--- src/rtl/led_matrix_scanner.sv ---
// Multiplexed 8x8 LED matrix row scanner.
// Each row goes through BLANK (all LEDs dark), LOAD (capture the row's column
// pattern), then SHOW (one row lit with the captured pattern). After row 7 the
// scan wraps to row 0 and quadro_fim pulses once per frame.
//
// Ports:
//   clock        - single clock, rising edge
//   reset        - synchronous active-low reset
//   enable       - 1 = scan, 0 = park in IDLE with matrix dark
//   coluna_dado  - column pattern for row `indice` (registered by the source)
//   indice       - row index presented to the pattern source
//   linha_sel    - one-hot active-high row drive
//   coluna_out   - active-high column drive for the lit row
//   quadro_fim   - one-cycle pulse on the first BLANK cycle after row 7
module led_matrix_scanner #(
    parameter int unsigned TICKS_LINHA  = 1000,
    parameter int unsigned BLANK_CICLOS = 2
) (
    input  logic       clock,
    input  logic       reset,
    input  logic       enable,
    input  logic [7:0] coluna_dado,
    output logic [2:0] indice,
    output logic [7:0] linha_sel,
    output logic [7:0] coluna_out,
    output logic       quadro_fim
);

    localparam int unsigned TICK_W  = 16;
    localparam int unsigned BLANK_W = 8;
    localparam int unsigned ROW_W   = 3;
    localparam int unsigned COL_W   = 8;

    localparam logic [TICK_W-1:0]  TICK_LAST  = TICK_W'(TICKS_LINHA - 1);
    localparam logic [BLANK_W-1:0] BLANK_LAST = BLANK_W'(BLANK_CICLOS - 1);

    typedef enum logic [1:0] {
        IDLE  = 2'd0,
        BLANK = 2'd1,
        LOAD  = 2'd2,
        SHOW  = 2'd3
    } state_e;

    state_e             state_q, state_d;
    logic [TICK_W-1:0]  tick_q, tick_d;
    logic [BLANK_W-1:0] blank_q, blank_d;
    logic [COL_W-1:0]   col_q, col_d;
    logic [ROW_W-1:0]   indice_q, indice_d;
    logic [COL_W-1:0]   linha_q, linha_d;
    logic [COL_W-1:0]   coluna_q, coluna_d;
    logic               fim_q, fim_d;

    // Next-state logic; outputs are computed for the state being entered so
    // that the registered outputs always match the registered state.
    always_comb begin
        state_d  = state_q;
        tick_d   = tick_q;
        blank_d  = blank_q;
        col_d    = col_q;
        indice_d = indice_q;
        linha_d  = '0;
        coluna_d = '0;
        fim_d    = 1'b0;

        if (!enable) begin
            // Dropping enable abandons the current row; scan restarts at row 0.
            state_d  = IDLE;
            tick_d   = '0;
            blank_d  = '0;
            indice_d = '0;
        end else begin
            unique case (state_q)
                IDLE: begin
                    state_d  = BLANK;
                    blank_d  = '0;
                    indice_d = '0;
                end
                BLANK: begin
                    if (blank_q == BLANK_LAST) begin
                        state_d = LOAD;
                        blank_d = '0;
                    end else begin
                        blank_d = blank_q + BLANK_W'(1);
                    end
                end
                LOAD: begin
                    // Source pattern is stable here: indice changed at least one
                    // BLANK cycle ago.
                    state_d  = SHOW;
                    tick_d   = '0;
                    col_d    = coluna_dado;
                    linha_d  = COL_W'(1) << indice_q;
                    coluna_d = coluna_dado;
                end
                SHOW: begin
                    if (tick_q == TICK_LAST) begin
                        state_d  = BLANK;
                        tick_d   = '0;
                        indice_d = indice_q + ROW_W'(1);
                        fim_d    = (indice_q == ROW_W'(7));
                    end else begin
                        tick_d   = tick_q + TICK_W'(1);
                        linha_d  = COL_W'(1) << indice_q;
                        coluna_d = col_q;
                    end
                end
                default: state_d = IDLE;
            endcase
        end
    end

    // State and output registers with synchronous active-low reset.
    always_ff @(posedge clock) begin
        if (!reset) begin
            state_q  <= IDLE;
            tick_q   <= '0;
            blank_q  <= '0;
            col_q    <= '0;
            indice_q <= '0;
            linha_q  <= '0;
            coluna_q <= '0;
            fim_q    <= 1'b0;
        end else begin
            state_q  <= state_d;
            tick_q   <= tick_d;
            blank_q  <= blank_d;
            col_q    <= col_d;
            indice_q <= indice_d;
            linha_q  <= linha_d;
            coluna_q <= coluna_d;
            fim_q    <= fim_d;
        end
    end

    assign indice     = indice_q;
    assign linha_sel  = linha_q;
    assign coluna_out = coluna_q;
    assign quadro_fim = fim_q;

endmodule
--- config.mk ---
export PLATFORM = sky130hd
export DESIGN_NAME = led_matrix_scanner
export DESIGN_NICKNAME = d
export VERILOG_FILES = /design/src/rtl/led_matrix_scanner.sv
export SDC_FILE = /design/constraint.sdc
export NUM_CORES = 1
export LEC_CHECK = 0
export ABC_AREA = 1
export CAP_MARGIN = 20
export CELL_PAD_IN_SITES_DETAIL_PLACEMENT = 2
export CELL_PAD_IN_SITES_GLOBAL_PLACEMENT = 2
export CORE_ASPECT_RATIO = 0.5
export CORE_MARGIN = 1.5
export CORE_UTILIZATION = 32
export DETAILED_ROUTE_END_ITERATION = 16
export PLACE_DENSITY_LB_ADDON = 0.1
export SLEW_MARGIN = 20
export SYNTH_ARGS = -nofsm -noshare
export SYNTH_HDL_FRONTEND = slang
export SYNTH_SLANG_ARGS = --single-unit
--- constraint.sdc ---
create_clock -name clock -period 1.9 [get_ports clock]
set_input_delay 0.285 -clock clock [delete_from_list [all_inputs] [get_ports clock]]
set_output_delay 0.285 -clock clock [all_outputs]
set_load 0.005 [all_outputs]
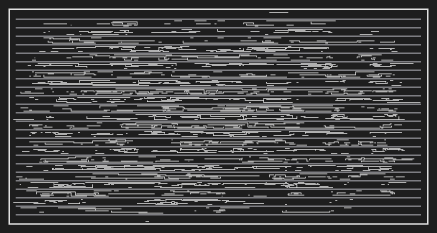
*The metal 1 layer*
Supply wires on this layer in grey.
The layer holds 49% of the routed length. The longest straight run is 49.2 um.

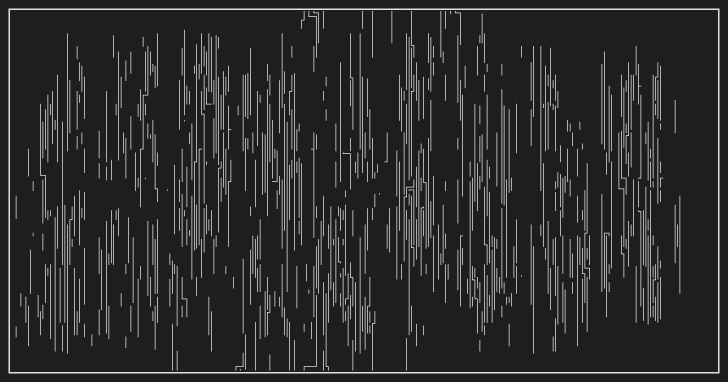
*Signal wires on met2*
The layer holds 48% of the routed length. The layer carries 4330 um of wire. The longest straight run is 33.3 um.

==> out/metrics.cfg <==
[final_layout]
ff_count=54
inv_count=38
final_common_cell=nand2_1
buf_share_pct=10.7
comb-cell-share_pct=43.5
area_delta_synth_final_pct=21.3
area.sequential_sq_um=1080
stdcell_count=518
signal_buffers=37
seq-cell-share_pct=32.7
n_antenna_cell=0
logic_area_sq_um=1440
fill_cells=987
final_cell_mix=nand2_1, dfxtp_1, nor2_1
largest_class=multi-input combinational cells

[sta]
hold_viol_final=0
final.setup_skew_ns=0.00714
slew_headroom_pct=75.2
fin_crit_sh_pct=90.7
drv_slew=0
max_freq_ghz=0.580
fin_crit_ns=1.72
worst_slew_pin_slew_ns=0.372
setup_viol=0
rsz0062_at_grt=no
fin_tns_setup_ns=0

[critical_path]
r2r-start=state_q[0]$_SDFFE_PN0P_
r2r-end=tick_q[11]$_SDFFE_PN0P_
cpMaxStageDelayCell=dfxtp_1
max_stage_delay_ns=0.42
cp-start-kind=flop
worstPathArrival_ns=1.91
rr_worst_depth=7
cp_top_family=simple AND/OR/NAND/NOR gates
end_kind=flop
crit_top_cell=inv_1
cp_cell_sequence=inv_1 > ha_1 > nor2_2 > inv_1 > nand3_1 > xor2_1 > nor2_1
cp_data_required_time_ns=2.09
worstPathMaxFanout=7
path_buffers=2
critPathKind=reg2reg

[global_route]
grt_pass1_wl_um=14900
antenna_found_initial=0
grt_use_met2_pct=39.3
grt_busiest_layer=met2
grt_max_degree=26
first_global_vias=2922
overflow=0
met3_usage_pct=4.15
use_met1_pct=27.0
grt_usage_pct=21.4

[placed_design]
place_ws_ns=0.155
portBuffers=30
dpl.hpwl_um=6700
gp_congestion=0.753
dpl.cell_count=510

[clock_tree]
cts_setup_buffers=0
clk_path_buf_depth=2
cts_root_buf=clkbuf_16
numCtsBuffers=5
htreeDepth=2
hold_buffers=0

[detailed_routing]
drc=0
drt-met1-wl_um=4420
drt_wl_total_um=9040
drt-wirelength-per-cell_um=17.4
met2_length_um=4330
dr.pass1.iters=4
vias=2634
via_per_inst=5.08

[synth]
ys.flops=54
synth_warnings=0
top_area_cell=dfxtp_1
syn_area_per_cell_sq_um=7.30
fp_nets=398
synth_chip_area_sq_um=2720
ys_top_cells_by_count=nand2_1, dfxtp_1, nor2_1
syn_inst=373
ff_type=dfxtp_1
yosys-stat-cells=373
synth_cell_type_count=27
synth_top_area_share_pct=39.7

[power]
ir_drop_v=0.000333
seq_power_share_pct=50.7
total_power_mw=2.27
powerComb_mw=0.167
p_per_area_nw_per_um2=688
largestPowerGroup=registers
swShare_pct=23.9
internal_power_mw=1.73
combPwrFrac_pct=7.3
power.leakage_nw=1.19

[floorplan]
tap-cell-count=112
die_y_um=68.2
rows=23
die-width_um=133
core_area_sq_um=8120

[min_path]
holdPathEnd=blank_q[6]$_SDFFE_PN0P_
min_path_type=reg2reg
hp-start=blank_q[6]$_SDFFE_PN0P_
hold_path_depth=2

[status]
status=completed

[run]
tool_warnings=35

## state kept, by name (all words and copies together), names as in the netlist
name and flops:
quadro_fim 1, linha_sel 8, tick_q 16, indice 3, blank_q 8, coluna_out 8, state_q 2, col_q 8
## cell families (layout without fill, tap and decap cells)
logic type / Yosys count / in the layout / share of synthesized area, %
adder cells (fa/ha/maj): 14 / 14 / 6.43
AND-OR/OR-AND: 53 / 53 / 9.88
XOR/XNOR: 5 / 5 / 1.61
flip-flops: 54 / 54 / 39.7
AND/OR/NAND/NOR: 197 / 197 / 34.8
buffers and inverters: 50 / 83 / 7.58
## metrics by stage
step	instance area, sq um	utilization [%]
finish	3300	40.7
global route	3300	40.7
CTS	3300	40.7
detailed placement	3150	38.9
global placement	3150	38.9
floorplan	2720	-
## timing repair
action | CTS | global route
gates resized | 0 | 1
hold endpoints to repair | 0 | 0
endpoints found under the setup margin | 0 | 7
## worst max path at each step
| stage | startpoint | end | slack, ns | cells after the start |
|---|---|---|---|---|
| detailed placement | state_q[0]$_SDFFE_PN0P_ | col_q[3]$_SDFFE_PN0P_ | 0.15 | 7 |
| global placement | reset | blank_q[2]$_SDFFE_PN0P_ | 0.28 | 5 |
| global route | state_q[0]$_SDFFE_PN0P_ | tick_q[11]$_SDFFE_PN0P_ | 0.04 | 7 |
| CTS | state_q[0]$_SDFFE_PN0P_ | col_q[3]$_SDFFE_PN0P_ | 0.07 | 7 |
| finish | state_q[0]$_SDFFE_PN0P_ | tick_q[11]$_SDFFE_PN0P_ | 0.18 | 7 |
| floorplan | state_q[1]$_SDFFE_PN0P_ | blank_q[5]$_SDFFE_PN0P_ | 0.54 | 6 |
